**config.mk**
```make
export PLATFORM = sky130hd
export DESIGN_NAME = hrm_ctrl_seq_flat
export DESIGN_NICKNAME = d
export VERILOG_FILES = /design/src/rtl/hrm_ctrl_seq_if.sv /design/src/rtl/hrm_ctrl_seq.sv /design/src/flat_wrapper.sv
export SDC_FILE = /design/constraint.sdc
export NUM_CORES = 1
export LEC_CHECK = 0
export CAP_MARGIN = 20
export CORE_AREA = 2 2 70 79
export DETAILED_ROUTE_END_ITERATION = 16
export DIE_AREA = 0 0 72 81
export GPL_TIMING_DRIVEN = 1
export PLACE_DENSITY = 0.76
export SYNTH_ARGS = -nofsm -noshare
export SYNTH_HDL_FRONTEND = slang
export SYNTH_SLANG_ARGS = --single-unit
```
**constraint.sdc**
```tcl
create_clock -name clk -period 1.6 [get_ports clk]
set_input_delay 0.32 -clock clk [delete_from_list [all_inputs] [get_ports clk]]
set_output_delay 0.32 -clock clk [all_outputs]
set_load 0.02 [all_outputs]
```
**src/rtl/hrm_ctrl_seq_if.sv**
```systemverilog
// Bus between the HRM control sequencer and the PROG/IR/datapath side.
// master = sequencer, slave = datapath/program side.
interface hrm_ctrl_seq_if #(
  parameter int unsigned INSTR_W = 8,
  parameter int unsigned CNT_W   = 16
);
  logic [INSTR_W-1:0] INSTR;
  logic               inEmpty;
  logic               outFull;
  logic               zero;
  logic               neg;
  logic               debug;
  logic               nxtInstr;
  logic               wIR;
  logic               wR;
  logic               wM;
  logic               wAR;
  logic               wPC;
  logic               rIn;
  logic               wO;
  logic [1:0]         muxR;
  logic               srcA;
  logic [2:0]         aluCtl;
  logic               ijump;
  logic               branch;
  logic               halt;
  logic               stall_to;
  logic [CNT_W-1:0]   instr_cnt;

  modport master (
    input  INSTR, inEmpty, outFull, zero, neg, debug, nxtInstr,
    output wIR, wR, wM, wAR, wPC, rIn, wO, muxR, srcA, aluCtl, ijump, branch,
           halt, stall_to, instr_cnt
  );

  modport slave (
    output INSTR, inEmpty, outFull, zero, neg, debug, nxtInstr,
    input  wIR, wR, wM, wAR, wPC, rIn, wO, muxR, srcA, aluCtl, ijump, branch,
           halt, stall_to, instr_cnt
  );
endinterface

```
**src/rtl/hrm_ctrl_seq.sv**
```systemverilog
// HRM CPU control sequencer: decodes the instruction word and emits registered one-cycle
// datapath strobes, with INBOX/OUTBOX stalls, indirect operands, single-step and halt.
module hrm_ctrl_seq #(
  parameter int unsigned INSTR_W     = 8,
  parameter int unsigned CNT_W       = 16,
  parameter int unsigned STALL_W     = 8,
  parameter int unsigned STALL_LIMIT = 200
) (
  input logic            clk,
  input logic            i_rst,
  hrm_ctrl_seq_if.master bus
);

  // Opcode map; 1011..1101 decode as NOP.
  localparam logic [3:0] OpInbox    = 4'h0;
  localparam logic [3:0] OpOutbox   = 4'h1;
  localparam logic [3:0] OpCopyTo   = 4'h2;
  localparam logic [3:0] OpCopyFrom = 4'h3;
  localparam logic [3:0] OpAdd      = 4'h4;
  localparam logic [3:0] OpSub      = 4'h5;
  localparam logic [3:0] OpBumpUp   = 4'h6;
  localparam logic [3:0] OpBumpDn   = 4'h7;
  localparam logic [3:0] OpJump     = 4'h8;
  localparam logic [3:0] OpJumpZ    = 4'h9;
  localparam logic [3:0] OpJumpN    = 4'hA;
  localparam logic [3:0] OpSet      = 4'hE;
  localparam logic [3:0] OpHalt     = 4'hF;

  localparam logic [STALL_W-1:0] StallLim = STALL_W'(STALL_LIMIT);

  typedef enum logic [2:0] {
    StFetch, StDecode, StAddr, StIndir, StExec, StWait, StStep, StHalt
  } state_e;

  typedef struct packed {
    logic       wIR;
    logic       wR;
    logic       wM;
    logic       wAR;
    logic       wPC;
    logic       rIn;
    logic       wO;
    logic [1:0] muxR;
    logic       srcA;
    logic [2:0] aluCtl;
    logic       ijump;
    logic       branch;
  } strobe_t;

  state_e             stateQ, stateD;
  logic [3:0]         opQ;
  logic               indQ;
  logic               nxtPrevQ;
  strobe_t            strbQ;
  logic               haltQ;
  logic               stallToQ;
  logic [STALL_W-1:0] stallCntQ;
  logic [STALL_W-1:0] stallInc;
  logic [CNT_W-1:0]   instrCntQ;

  logic [3:0] opIn;
  logic       indIn;
  logic       memOp;
  logic       ioWait;
  logic       stepEdge;
  logic       unusedInstr;

  assign opIn        = bus.INSTR[INSTR_W-1 -: 4];
  assign indIn       = bus.INSTR[INSTR_W-5];
  assign unusedInstr = ^bus.INSTR[INSTR_W-6:0];
  assign memOp       = (opIn >= OpCopyTo) && (opIn <= OpBumpDn);
  assign ioWait      = ((opQ == OpInbox) && bus.inEmpty) || ((opQ == OpOutbox) && bus.outFull);
  assign stepEdge    = bus.nxtInstr && !nxtPrevQ;
  assign stallInc    = stallCntQ + 1'b1;

  always_comb begin
    stateD = stateQ;
    unique case (stateQ)
      StFetch:  stateD = memOp ? StAddr : StDecode;
      StDecode: begin
        if (opQ == OpHalt)  stateD = StHalt;
        else if (ioWait)    stateD = StWait;
        else                stateD = StExec;
      end
      StAddr:   stateD = indQ ? StIndir : StExec;
      StIndir:  stateD = StExec;
      StWait:   if (!ioWait) stateD = StExec;
      StExec:   stateD = bus.debug ? StStep : StFetch;
      StStep:   if (!bus.debug || stepEdge) stateD = StFetch;
      StHalt:   stateD = StHalt;
      default:  stateD = StFetch;
    endcase
  end

  // Strobes are registered from the current state, so each appears the cycle after its state.
  always_ff @(posedge clk or negedge i_rst) begin
    if (!i_rst) begin
      stateQ    <= StFetch;
      opQ       <= '0;
      indQ      <= 1'b0;
      nxtPrevQ  <= 1'b0;
      strbQ     <= '0;
      haltQ     <= 1'b0;
      stallToQ  <= 1'b0;
      stallCntQ <= '0;
      instrCntQ <= '0;
    end else begin
      stateQ   <= stateD;
      nxtPrevQ <= bus.nxtInstr;
      strbQ    <= '0;
      if (stateQ == StFetch) begin
        opQ  <= opIn;
        indQ <= indIn;
      end
      case (stateQ)
        StFetch: strbQ.wIR <= 1'b1;
        StAddr:  strbQ.wAR <= 1'b1;
        StIndir: begin
          strbQ.wAR  <= 1'b1;
          strbQ.srcA <= 1'b1;
        end
        StExec: begin
          strbQ.wPC <= 1'b1;
          instrCntQ <= instrCntQ + 1'b1;
          case (opQ)
            OpInbox:    begin strbQ.rIn <= 1'b1; strbQ.wR <= 1'b1; strbQ.muxR <= 2'b00; end
            OpOutbox:   strbQ.wO <= 1'b1;
            OpCopyTo:   strbQ.wM <= 1'b1;
            OpCopyFrom: begin strbQ.wR <= 1'b1; strbQ.muxR <= 2'b01; end
            OpAdd:      begin strbQ.wR <= 1'b1; strbQ.muxR <= 2'b10; strbQ.aluCtl <= 3'b000; end
            OpSub:      begin strbQ.wR <= 1'b1; strbQ.muxR <= 2'b10; strbQ.aluCtl <= 3'b001; end
            OpBumpUp: begin
              strbQ.wR <= 1'b1; strbQ.wM <= 1'b1; strbQ.muxR <= 2'b10; strbQ.aluCtl <= 3'b010;
            end
            OpBumpDn: begin
              strbQ.wR <= 1'b1; strbQ.wM <= 1'b1; strbQ.muxR <= 2'b10; strbQ.aluCtl <= 3'b011;
            end
            OpJump:     strbQ.ijump <= 1'b1;
            OpJumpZ:    begin strbQ.ijump <= bus.zero; strbQ.branch <= bus.zero; end
            OpJumpN:    begin strbQ.ijump <= bus.neg;  strbQ.branch <= bus.neg;  end
            OpSet:      begin strbQ.wR <= 1'b1; strbQ.muxR <= 2'b11; end
            default:    ;
          endcase
        end
        StHalt:  haltQ <= 1'b1;
        default: ;
      endcase
      if (stateQ == StWait) begin
        if (stallCntQ != '1) stallCntQ <= stallInc;
        if ((STALL_LIMIT != 0) && (stallCntQ != '1) && (stallInc == StallLim)) stallToQ <= 1'b1;
      end else begin
        stallCntQ <= '0;
      end
    end
  end

  assign bus.wIR       = strbQ.wIR;
  assign bus.wR        = strbQ.wR;
  assign bus.wM        = strbQ.wM;
  assign bus.wAR       = strbQ.wAR;
  assign bus.wPC       = strbQ.wPC;
  assign bus.rIn       = strbQ.rIn;
  assign bus.wO        = strbQ.wO;
  assign bus.muxR      = strbQ.muxR;
  assign bus.srcA      = strbQ.srcA;
  assign bus.aluCtl    = strbQ.aluCtl;
  assign bus.ijump     = strbQ.ijump;
  assign bus.branch    = strbQ.branch;
  assign bus.halt      = haltQ;
  assign bus.stall_to  = stallToQ;
  assign bus.instr_cnt = instrCntQ;

endmodule

```
**src/flat_wrapper.sv**
```systemverilog
// flat-port wrapper written by rule: the top's interface ports become plain ports
module hrm_ctrl_seq_flat 
#(
  parameter int unsigned INSTR_W     = 8,
  parameter int unsigned CNT_W       = 16,
  parameter int unsigned STALL_W     = 8,
  parameter int unsigned STALL_LIMIT = 200
)
  (clk, i_rst, bus_INSTR, bus_inEmpty, bus_outFull, bus_zero, bus_neg, bus_debug, bus_nxtInstr, bus_wIR, bus_wR, bus_wM, bus_wAR, bus_wPC, bus_rIn, bus_wO, bus_muxR, bus_srcA, bus_aluCtl, bus_ijump, bus_branch, bus_halt, bus_stall_to, bus_instr_cnt);
  hrm_ctrl_seq_if #(.INSTR_W(INSTR_W), .CNT_W(CNT_W)) bus_i ();
  input logic clk;
  input logic i_rst;
  input wire logic [$bits(bus_i.INSTR)-1:0] bus_INSTR;
  input wire logic [$bits(bus_i.inEmpty)-1:0] bus_inEmpty;
  input wire logic [$bits(bus_i.outFull)-1:0] bus_outFull;
  input wire logic [$bits(bus_i.zero)-1:0] bus_zero;
  input wire logic [$bits(bus_i.neg)-1:0] bus_neg;
  input wire logic [$bits(bus_i.debug)-1:0] bus_debug;
  input wire logic [$bits(bus_i.nxtInstr)-1:0] bus_nxtInstr;
  output wire logic [$bits(bus_i.wIR)-1:0] bus_wIR;
  output wire logic [$bits(bus_i.wR)-1:0] bus_wR;
  output wire logic [$bits(bus_i.wM)-1:0] bus_wM;
  output wire logic [$bits(bus_i.wAR)-1:0] bus_wAR;
  output wire logic [$bits(bus_i.wPC)-1:0] bus_wPC;
  output wire logic [$bits(bus_i.rIn)-1:0] bus_rIn;
  output wire logic [$bits(bus_i.wO)-1:0] bus_wO;
  output wire logic [$bits(bus_i.muxR)-1:0] bus_muxR;
  output wire logic [$bits(bus_i.srcA)-1:0] bus_srcA;
  output wire logic [$bits(bus_i.aluCtl)-1:0] bus_aluCtl;
  output wire logic [$bits(bus_i.ijump)-1:0] bus_ijump;
  output wire logic [$bits(bus_i.branch)-1:0] bus_branch;
  output wire logic [$bits(bus_i.halt)-1:0] bus_halt;
  output wire logic [$bits(bus_i.stall_to)-1:0] bus_stall_to;
  output wire logic [$bits(bus_i.instr_cnt)-1:0] bus_instr_cnt;
  assign bus_i.INSTR = bus_INSTR;
  assign bus_i.inEmpty = bus_inEmpty;
  assign bus_i.outFull = bus_outFull;
  assign bus_i.zero = bus_zero;
  assign bus_i.neg = bus_neg;
  assign bus_i.debug = bus_debug;
  assign bus_i.nxtInstr = bus_nxtInstr;
  assign bus_wIR = bus_i.wIR;
  assign bus_wR = bus_i.wR;
  assign bus_wM = bus_i.wM;
  assign bus_wAR = bus_i.wAR;
  assign bus_wPC = bus_i.wPC;
  assign bus_rIn = bus_i.rIn;
  assign bus_wO = bus_i.wO;
  assign bus_muxR = bus_i.muxR;
  assign bus_srcA = bus_i.srcA;
  assign bus_aluCtl = bus_i.aluCtl;
  assign bus_ijump = bus_i.ijump;
  assign bus_branch = bus_i.branch;
  assign bus_halt = bus_i.halt;
  assign bus_stall_to = bus_i.stall_to;
  assign bus_instr_cnt = bus_i.instr_cnt;
  hrm_ctrl_seq #(.INSTR_W(INSTR_W), .CNT_W(CNT_W), .STALL_W(STALL_W), .STALL_LIMIT(STALL_LIMIT)) u_core (.clk(clk), .i_rst(i_rst), .bus(bus_i));
endmodule
```
==> run_1/congestion_map.png <==
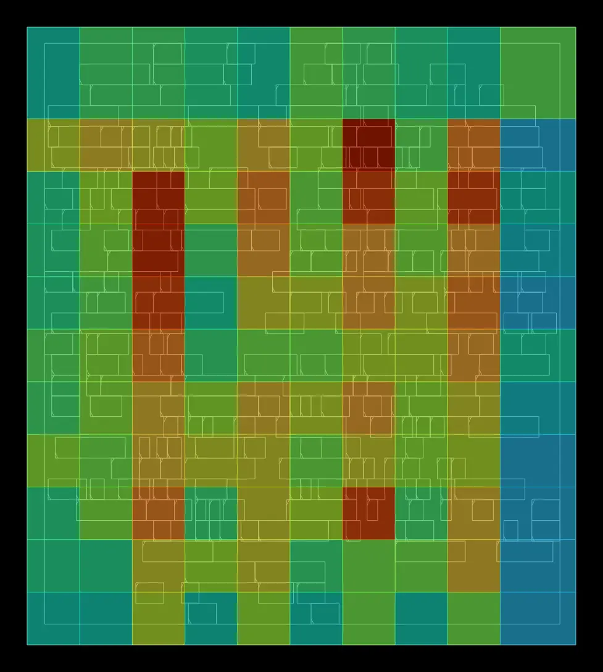
met1 Use GR: 17.0%
Finished Core Util: 55.8%

==> run_1/port_trees.png <==
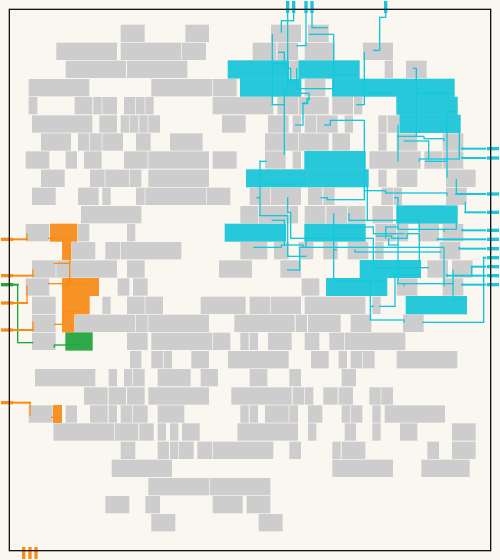
bus_INSTR -> orange  # bits 8, direction input, edge 5 left, 3 bottom, end cells 7, buffers 5, wire 46.5 microns
bus_inEmpty -> green  # bits 1, direction input, edge left, end cells 1, buffers 1, wire 15.7 microns
bus_instr_cnt -> cyan  # bits 16, direction output, edge 11 right, 5 top, end cells 16, buffers 16, wire 527 microns

==> run_1/route_heat.png <==
Scale bar: 20 microns. The die is cut into 14 by 16 equal tiles; dark purple is low, yellow is high, scaled to the fullest tile. Values are wire area over tile area, all layers added.
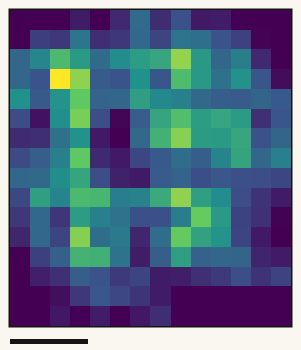
nearly empty tiles = 16%
tiles over half the peak = 20%
mean over tiles = 0.11
fullest tile = 0.38
emptiest ninth of the die = bottom right
WL per Instance: 12.7 microns
final wirelength: 4.07 mm
via count: 1665

==> run_1/sizing.png <==
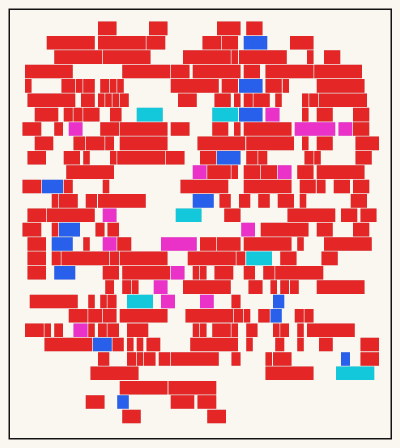
x1 and smaller -> red  # cells 225, share 87%, most used dfrtp_1
x3 and x4 -> magenta  # cells 15, share 5.8%, most used buf_4
x6 and larger -> cyan  # cells 6, share 2.3%, most used clkbuf_8
x2 -> blue  # cells 14, share 5.4%, most used mux2_2
post-route cell area: 2880 sq um
final worst setup slack: 35.6 ps
area grow syn2layout: 30.3%
Plain + repair buffers: 58

==> impl_metrics.ini, run 1 <==
; implementation run metrics
[die]
taps = 60
core_area_sq_um = 5150
initCoreUtil_pct = 42.8
row_count = 28
ioPinCount = 49

[finish]
flops = 49
largest_register_ffs = 16
dominant_cells = registers
buf_share_pct = 19.2
layout_top_cell = dfrtp_1
seq_share_pct = 42.6
comb_area_sq_um = 912
comb_share_pct = 31.7
fill_cells = 456
logic_gate_count = 138
stdcell_count = 320
clockNetworkAreaShare_pct = 2.92

[drt]
drt-met1-wl_mm = 1.77
vias_per_cell = 5.20
drtIter0Drc = 92
drtPass1Iterations = 6
met3_length_microns = 168
routed.top_layer = met4
drc = 0
wl_met2_mm = 2.09

[worst_setup_path]
cp_data_required_time_ps = 1280
arrival_ps = 1240
cp-end-kind = output pin
crit_chain = clkdlybuf4s50_1
cp_slowest_cell = clkdlybuf4s50_1
crit_path_max_fanout = 1
cp-startpoint = u_core.bus.wO
rr_worst_depth = 4
critPathLaunchType = flop
worstSetupPathType = reg -> out
cp_top_family = buffers and inverters
r2r_setup_slack_ps = 90

[pwr]
power_density_nw_per_um2 = 1430
power_mw = 4.10
irDropWorstVdd_mv = 0.852

[yosys]
synth-edff-count = 0
ys_sh_mux_pct = 3.91
ys_warn_count = 0
yosys_area_sq_um = 2210
ys_cells = 203
synth_area_sq_um = 2210
synthAoiAreaFrac_pct = 6.92
xor_share_pct = 6.75
synth-adder-area-share_pct = 1.13
syn_area_per_cell_sq_um = 10.9
synthDistinctLibCells = 42
simple_gate_share_pct = 22.5
syn-num-nets = 221
async_reset_ff_share_pct = 100

[clock_network]
clk-insertion-delay-late_ps = 300
cts_tree = yes
post_cts_buffers = 0
clkSlewWorstSetupHoldPaths_ps = 80
cts_buffers = 5

[place]
dp_slack_ps = 66.1
placedCellCount = 311
gp_congestion = 0.809
port_buffers = 44

[hold_path]
min_to = u_core.bus.stall_to
holdCritPathClass = reg -> reg

[final_timing]
finalSetupTns_ps = 0
rsz0062_at_grt = yes
slew_viol_final = 0
finalHoldWorstSlack_ps = 457
setup_viol = 0

[global_route]
grt-ovfl-total = 0
grt_pass1_vias = 1582
grt_max_degree = 50
grt_first_pass_wirelength_mm = 6.69
antenna_found_initial = 0

[outcome]
run_status = finished, final reports clean

[flow_run]
maxCapViolations = 0
warnings = 30
[run 1: report_power, final]
group          switching (mW)  total (mW)  internal [mW]
sequential              0.213        1.73           1.51
clock                   0.390       0.700          0.310
combinational           0.885        1.68          0.791
[run 1: routing by layer]
| metal | track usage (%) | up-vias |
|---|---|---|
| li1 | - | 809 |
| met1 | 17.0 | 811 |
| met2 | 25.3 | 39 |
| met3 | 4.22 | 6 |
| met4 | 6.23 | 0 |
| met5 | 0 | - |
[run 1: synthesized netlist by cell type, types with 2 or more instances]
cell / n / area (sq um)
nand3_1: 7 / 35.0
xor2_1: 9 / 78.8
nand2_1: 18 / 67.6
ha_1: 2 / 25.0
a31oi_1: 3 / 18.8
inv_1: 7 / 26.3
nor3_1: 9 / 45.0
and3_1: 3 / 18.8
buf_2: 3 / 15.0
nand3b_1: 2 / 15.0
or2_2: 3 / 18.8
xnor2_1: 8 / 70.1
clkbuf_1: 5 / 18.8
dfrtp_1: 49 / 1230
a21o_1: 2 / 15.0
nor3b_1: 2 / 15.0
o21bai_1: 2 / 15.0
nor2b_1: 3 / 18.8
nand4_1: 5 / 31.3
mux2i_1: 3 / 30.0
o21ai_0: 10 / 50.1
mux2_2: 5 / 56.3
a21oi_1: 5 / 25.0
nor4_2: 3 / 37.5
nor2_1: 18 / 67.6
[run 1: worst max path at each step]
stage	depth (start not counted)	end	slack (ps)
floorplan	6	u_core.stallCntQ[1]	140
global placement	5	u_core.stateQ[0]	90
detailed placement	5	u_core.stateQ[0]	70
CTS	1	bus_instr_cnt[15]	0.3
global route	4	u_core.bus.instr_cnt[8]	-5
finish	1	bus_wO	40
[run 1: timing repair]
item / CTS / global route
hold endpoints to repair: 8 / 0
endpoints found under the setup margin: 13 / 7
hold buffers: 1 / 0
resized: 13 / 5
==> run 2, diff against run 1 <==
--- a/config.mk
+++ b/config.mk
@@ -11,6 +11,7 @@
 export DIE_AREA = 0 0 72 81
 export GPL_TIMING_DRIVEN = 1
 export PLACE_DENSITY = 0.76
+export SKIP_CTS_REPAIR_TIMING = 1
 export SYNTH_ARGS = -nofsm -noshare
 export SYNTH_HDL_FRONTEND = slang
 export SYNTH_SLANG_ARGS = --single-unit
==> run_2/port_trees.png <==
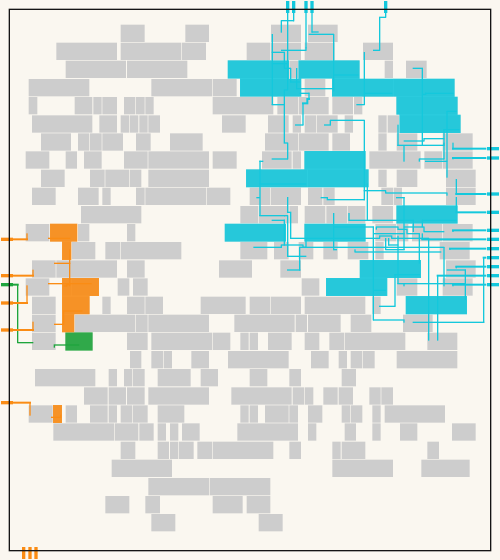
bus_instr_cnt -> cyan  # bits 16, direction output, edge 11 right, 5 top, end cells 16, buffers 16, wire 576 microns
bus_inEmpty -> green  # bits 1, direction input, edge left, end cells 1, buffers 1, wire 15.7 microns
bus_INSTR -> orange  # bits 8, direction input, edge 5 left, 3 bottom, end cells 7, buffers 5, wire 46.5 microns
IO buf count: 44
IO Pins: 49

==> run_2/route_heat.png <==
Scale bar: 20 microns. The die is cut into 14 by 16 equal tiles; dark purple is low, yellow is high, scaled to the fullest tile. Values are wire area over tile area, all layers added.
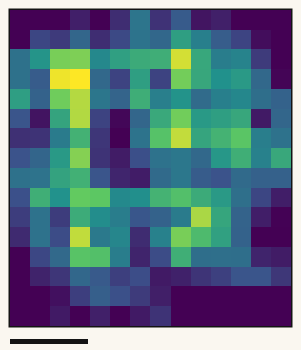
fullest tile = 0.34
mean over tiles = 0.11
emptiest ninth of the die = bottom right
tiles over half the peak = 26%
nearly empty tiles = 16%

==> run 2 against run 1 <==
- register-to-register slack hardly changed
- global-route usage is 0.053 points lower
- first-iteration DRC count is 8.7% lower
- the flow now finishes with violations (hold timing)
- critical path depth stayed put
- non-clock buffer count is 1 lower
==> impl_metrics.ini, run 2 <==
; implementation run metrics
[worst_setup_path]
crit_buf_inv = 1
cp_top_family = buffers and inverters
cp-end-kind = output pin
crit_path_max_fanout = 1
cp_slowest_cell = clkdlybuf4s50_1
cp_data_required_time_ps = 1280
critPathLaunchType = flop
worstSetupPathType = reg -> out
crit_chain = clkdlybuf4s50_1
arrival_ps = 1240

[drt]
wl_per_cell_microns = 13.0
drtPass1Iterations = 6
drt-total-wl_mm = 4.14
vias = 1654
drtIter0Drc = 84
drc = 0
wl_met2_mm = 2.10
met3_length_microns = 180
routed.top_layer = met4
vias_per_cell = 5.18
drt-met1-wl_mm = 1.81

[global_route]
antenna_found_initial = 0
use_met1_pct = 16.9
busiest_layer = met2
grt_pass1_vias = 1580
grt-ovfl-total = 0
grt_util_met2_pct = 25.4
grt_first_pass_wirelength_mm = 6.66
grt_max_degree = 50
use_met3_pct = 4.09

[final_timing]
finalHoldWorstSlack_ps = -8.37
period_used_pct = 97.7
fin_worst_skew_ps = 6.36
rsz0062_at_grt = yes
slew_viol_final = 0
setup_viol = 0
hold_viol = 8

[yosys]
ys_top_cells_by_area = dfrtp_1 56%, xor2_1 3.6%, xnor2_1 3.2%, nand2_1 3.1%, nor2_1 3.1%
top_cell = dfrtp_1
xor_share_pct = 6.75
ys_warn_count = 0
simple_gate_share_pct = 22.5
ys_sh_mux_pct = 3.91
syn_area_per_cell_sq_um = 10.9
synth_top_area_share_pct = 55.6
ys_cells = 203
yosys_area_sq_um = 2210
syn-num-nets = 221
synth-adder-area-share_pct = 1.13
yosysTopAreaCell = dfrtp_1
synth-edff-count = 0
common_cells = 49 x dfrtp_1, 18 x nand2_1, 18 x nor2_1
synthAoiAreaFrac_pct = 6.92
async_reset_ff_share_pct = 100
synth_area_sq_um = 2210
synthDistinctLibCells = 42

[flow_run]
warnings = 30
maxCapViolations = 0

[pwr]
power_mw = 4.14
power_density_nw_per_um2 = 1420
irDropWorstVdd_mv = 0.859

[outcome]
violations = hold timing
run_status = complete, but fails checks

[finish]
layout_top_cell = dfrtp_1
fill_cells = 445
largest_register_ffs = 16
final_util_pct = 56.6
syn_to_final_growth_pct = 32.1

[clock_network]
cts_root_buf = clkbuf_8
cts.htree.levels = 2
cts_tree = yes
cts_buffers = 5
clkSlewWorstSetupHoldPaths_ps = 80
clk-insertion-delay-late_ps = 290

[hold_path]
holdCritPathClass = in -> async

[die]
initCoreUtil_pct = 42.8
die_w_microns = 72

[place]
gp_congestion = 0.809
==> run_2/class_map.png <==
Scale bar: 20 microns.
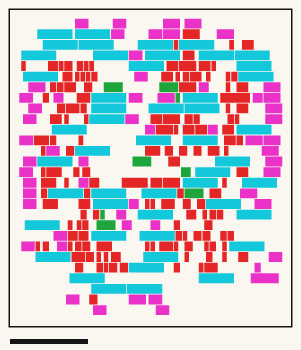
remaining logic cells -> red  # cells 145, share of their area 33%
remaining buffers and delay cells -> magenta  # cells 57, share of their area 21%
clock drivers and dummy loads -> green  # cells 8, share of their area 3.0%
registers -> cyan  # cells 49, share of their area 43%
core box area: 5150 sq um
row count: 28

## run 2: cell count changes in the layout (fill, tap and decap cells not counted), sizes merged
cell | before | now
dlygate4sd2 | 13 | 0
dlygate4sd3 | 1 | 0
dlymetal6s2s | 5 | 18
## run 2: path summary, 6_finish.rpt
check / slack, ps / end / depth (start not counted) / start
min in group clk: 460 / u_core.bus.stall_to / 1 / u_core.bus.stall_to
setup reg to reg: 90 / u_core.bus.instr_cnt[8] / 4 / u_core.stateQ[1]
hold / removal: -8 / u_core.stallCntQ[5] / 2 / i_rst
max in group asynchronous: 1380 / u_core.bus.instr_cnt[15] / 2 / i_rst
setup / recovery: 40 / bus_wO / 1 / u_core.bus.wO
hold reg to reg: 460 / u_core.bus.stall_to / 1 / u_core.bus.stall_to
## run 2: per-stage QoR
stage	hold WS, ps	setup TNS [ps]	instance area (sq um)	setup slack [ps]	std cells
after floorplan	24.4	0	2210	144	203
after global placement	326	0	2790	90.2	311
after detailed placement	327	0	2790	66.1	311
after CTS	-0.874	-888	2870	-124	319
after global routing	27.3	-7.98	2910	-5.41	319
final	-8.37	0	2910	36.9	319
## run 2: final cells by class
class                      instances  area [sq um]  area share [%]
sequential                        49          1230            42.1
multi-input combinational        138           912            31.3
timing repair buffer              57           591            20.3
clock buffer                       7          76.3            2.62
tap                               60          75.1            2.58
inverter                           7          26.3           0.902
clock inverter                     1          7.51           0.258
## run 2: power breakdown
| part | leakage, nW | switching (mW) | total (mW) | internal, mW |
|---|---|---|---|---|
| sequential | 0.648 | 0.214 | 1.73 | 1.51 |
| combinational | 0.867 | 0.890 | 1.72 | 0.827 |
| clock | 0.0385 | 0.388 | 0.698 | 0.310 |
==> run 3, diff against run 2 <==
--- a/config.mk
+++ b/config.mk
@@ -10,7 +10,7 @@
 export DETAILED_ROUTE_END_ITERATION = 16
 export DIE_AREA = 0 0 72 81
 export GPL_TIMING_DRIVEN = 1
-export PLACE_DENSITY = 0.76
+export PLACE_DENSITY = 0.71
 export SKIP_CTS_REPAIR_TIMING = 1
 export SYNTH_ARGS = -nofsm -noshare
 export SYNTH_HDL_FRONTEND = slang
==> run_3/port_trees.png <==
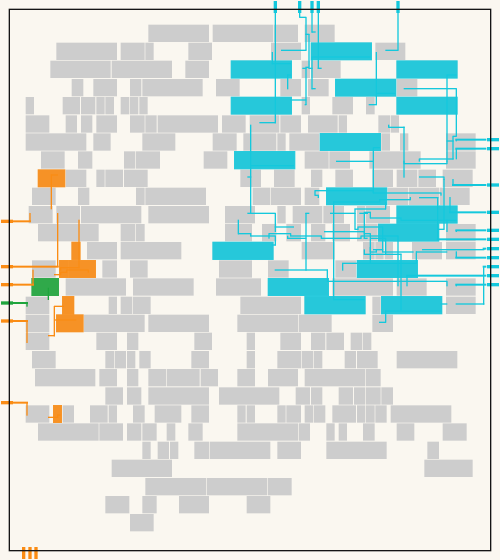
bus_inEmpty -> green  # bits 1, direction input, edge left, end cells 1, buffers 1, wire 4.30 microns
bus_instr_cnt -> cyan  # bits 16, direction output, edge 11 right, 5 top, end cells 16, buffers 16, wire 538 microns
bus_INSTR -> orange  # bits 8, direction input, edge 5 left, 3 bottom, end cells 7, buffers 5, wire 67.2 microns

==> run_3/class_map.png <==
Scale bar: 20 microns.
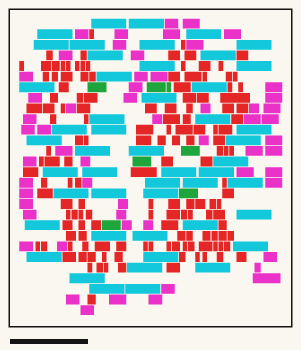
remaining logic cells -> red  # cells 145, share of their area 33%
registers -> cyan  # cells 49, share of their area 43%
clock drivers and dummy loads -> green  # cells 7, share of their area 3.0%
remaining buffers and delay cells -> magenta  # cells 57, share of their area 21%

==> run_3/congestion_map.png <==
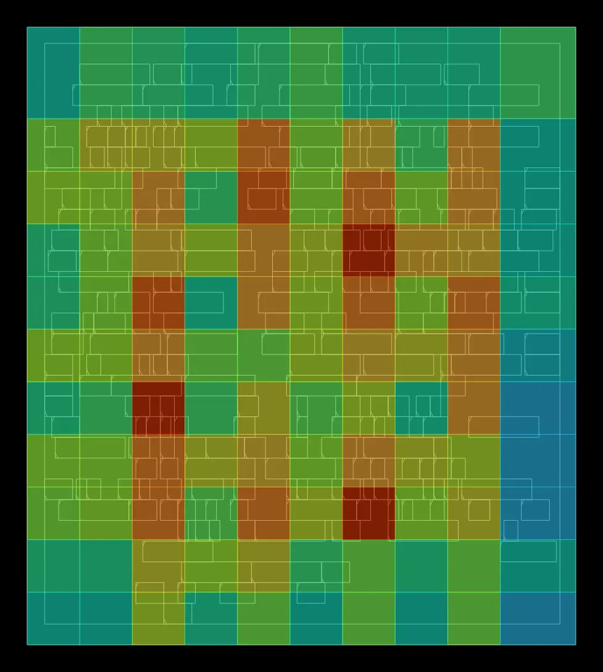
Finished Core Util: 56.8%
Tot GR Track Use: 15.2%
grt met3 use: 4.34%

==> run 3 against run 2 <==
- the run still ends with hold timing left
- register-to-register slack about the same
- flip-flop count unchanged
- via count shrank 0.54%
- setup slack improved by 0.95 ps
- core utilization grew 0.24 points
- area after synthesis stayed put
- largest cell class unchanged
==> impl_metrics.ini, run 3 <==
; implementation run metrics
[outcome]
run_status = complete, but fails checks
violations = hold timing

[die]
initCoreUtil_pct = 42.8
row_count = 28
ioPinCount = 49
core_area_sq_um = 5150

[clock_network]
cts_buffers = 5

[worst_setup_path]
r2r_setup_slack_ps = 100
crit_buf_inv = 1
rr_worst_depth = 4
reg2reg_from = u_core.stateQ[1]
cp_top_family = buffers and inverters
cp_slowest_cell = clkdlybuf4s50_1
r2r-end = u_core.bus.instr_cnt[14]
cp_data_required_time_ps = 1280
critPathLaunchType = flop

[drt]
drtIter0Drc = 84
vias_per_cell = 5.17
drt-total-wl_mm = 4.15

[finish]
flop_area_sq_um = 1230
syn_to_final_growth_pct = 32.7
fill_cells = 442
layout_top_cell = dfrtp_1

[place]
placedCellCount = 311

[final_timing]
hold_viol = 3
finalHoldWorstSlack_ps = -0.846

[yosys]
yosys_area_sq_um = 2210
common_cells = 49 x dfrtp_1, 18 x nand2_1, 18 x nor2_1
top_cell = dfrtp_1
ys_cells = 203
syn-num-nets = 221

[pwr]
power.share.sequential_pct = 41.8
p_int_mw = 2.69
p_switching_mw = 1.48
comb_power_share_pct = 41.1
p_sw_share_pct = 35.5

[global_route]
grt_pass1_vias = 1620
## run 3: cell counts after synthesis
No cell type changed its count.
## run 3: through the flow
step | setup slack [ps] | utilization, %
after CTS | -118 | 55.8
after floorplan | 144 | -
after global placement | 92.3 | 54.1
after global routing | -16.5 | 56.8
after detailed placement | 45.5 | 54.1
final | 37.8 | 56.8
## run 3: power by group through the flow
stage	Clock [mW]	Combinational [mW]	Sequential [mW]
after CTS	0.744	1.75	1.75
after global routing	0.797	1.89	1.78
final	0.715	1.71	1.74
after global placement	0	1.71	1.75
after detailed placement	0	1.74	1.77
after floorplan	0	0.829	1.94
## run 3: cell type report
cell class | count | area share [%]
clock buffer | 7 | 2.95
inverter | 7 | 0.898
tap | 60 | 2.57
timing repair buffer | 57 | 20.2
sequential | 49 | 41.9
multi-input combinational | 138 | 31.5
## run 3: routing by layer
layer  GRT usage [%]  up-vias  wire, microns
met3            4.34        4            192
met2            26.4       35           2090
met1            18.2      799           1820
met4            5.28        0             39
li1                -      807              -
met5               0        -              0
## run 3: cell families after synthesis
logic type               synth area share (%)
multiplexers                             3.91
flip-flops                               55.6
adder cells (fa/ha/maj)                  1.13
other                                   0.170
XOR/XNOR                                 6.75
AND/OR/NAND/NOR                          22.5
AND-OR/OR-AND                            6.92
buffers and inverters                    3.06
## run 3: worst max-delay path by stage
stage	start	endpoint	slack [ps]	depth (start not counted)
2_1_floorplan	u_core.stallCntQ[0]	u_core.stallCntQ[1]	140	6
3_5_place_dp	bus_outFull	u_core.stateQ[0]	50	5
4_1_cts	u_core.bus.instr_cnt[9]	bus_instr_cnt[9]	-120	1
3_3_place_gp	bus_outFull	u_core.stateQ[0]	90	5
5_1_grt	u_core.bus.branch	bus_branch	-20	1
6_report	u_core.bus.branch	bus_branch	40	1
Power figures rest on the tool's default switching activity, not on a simulated workload.
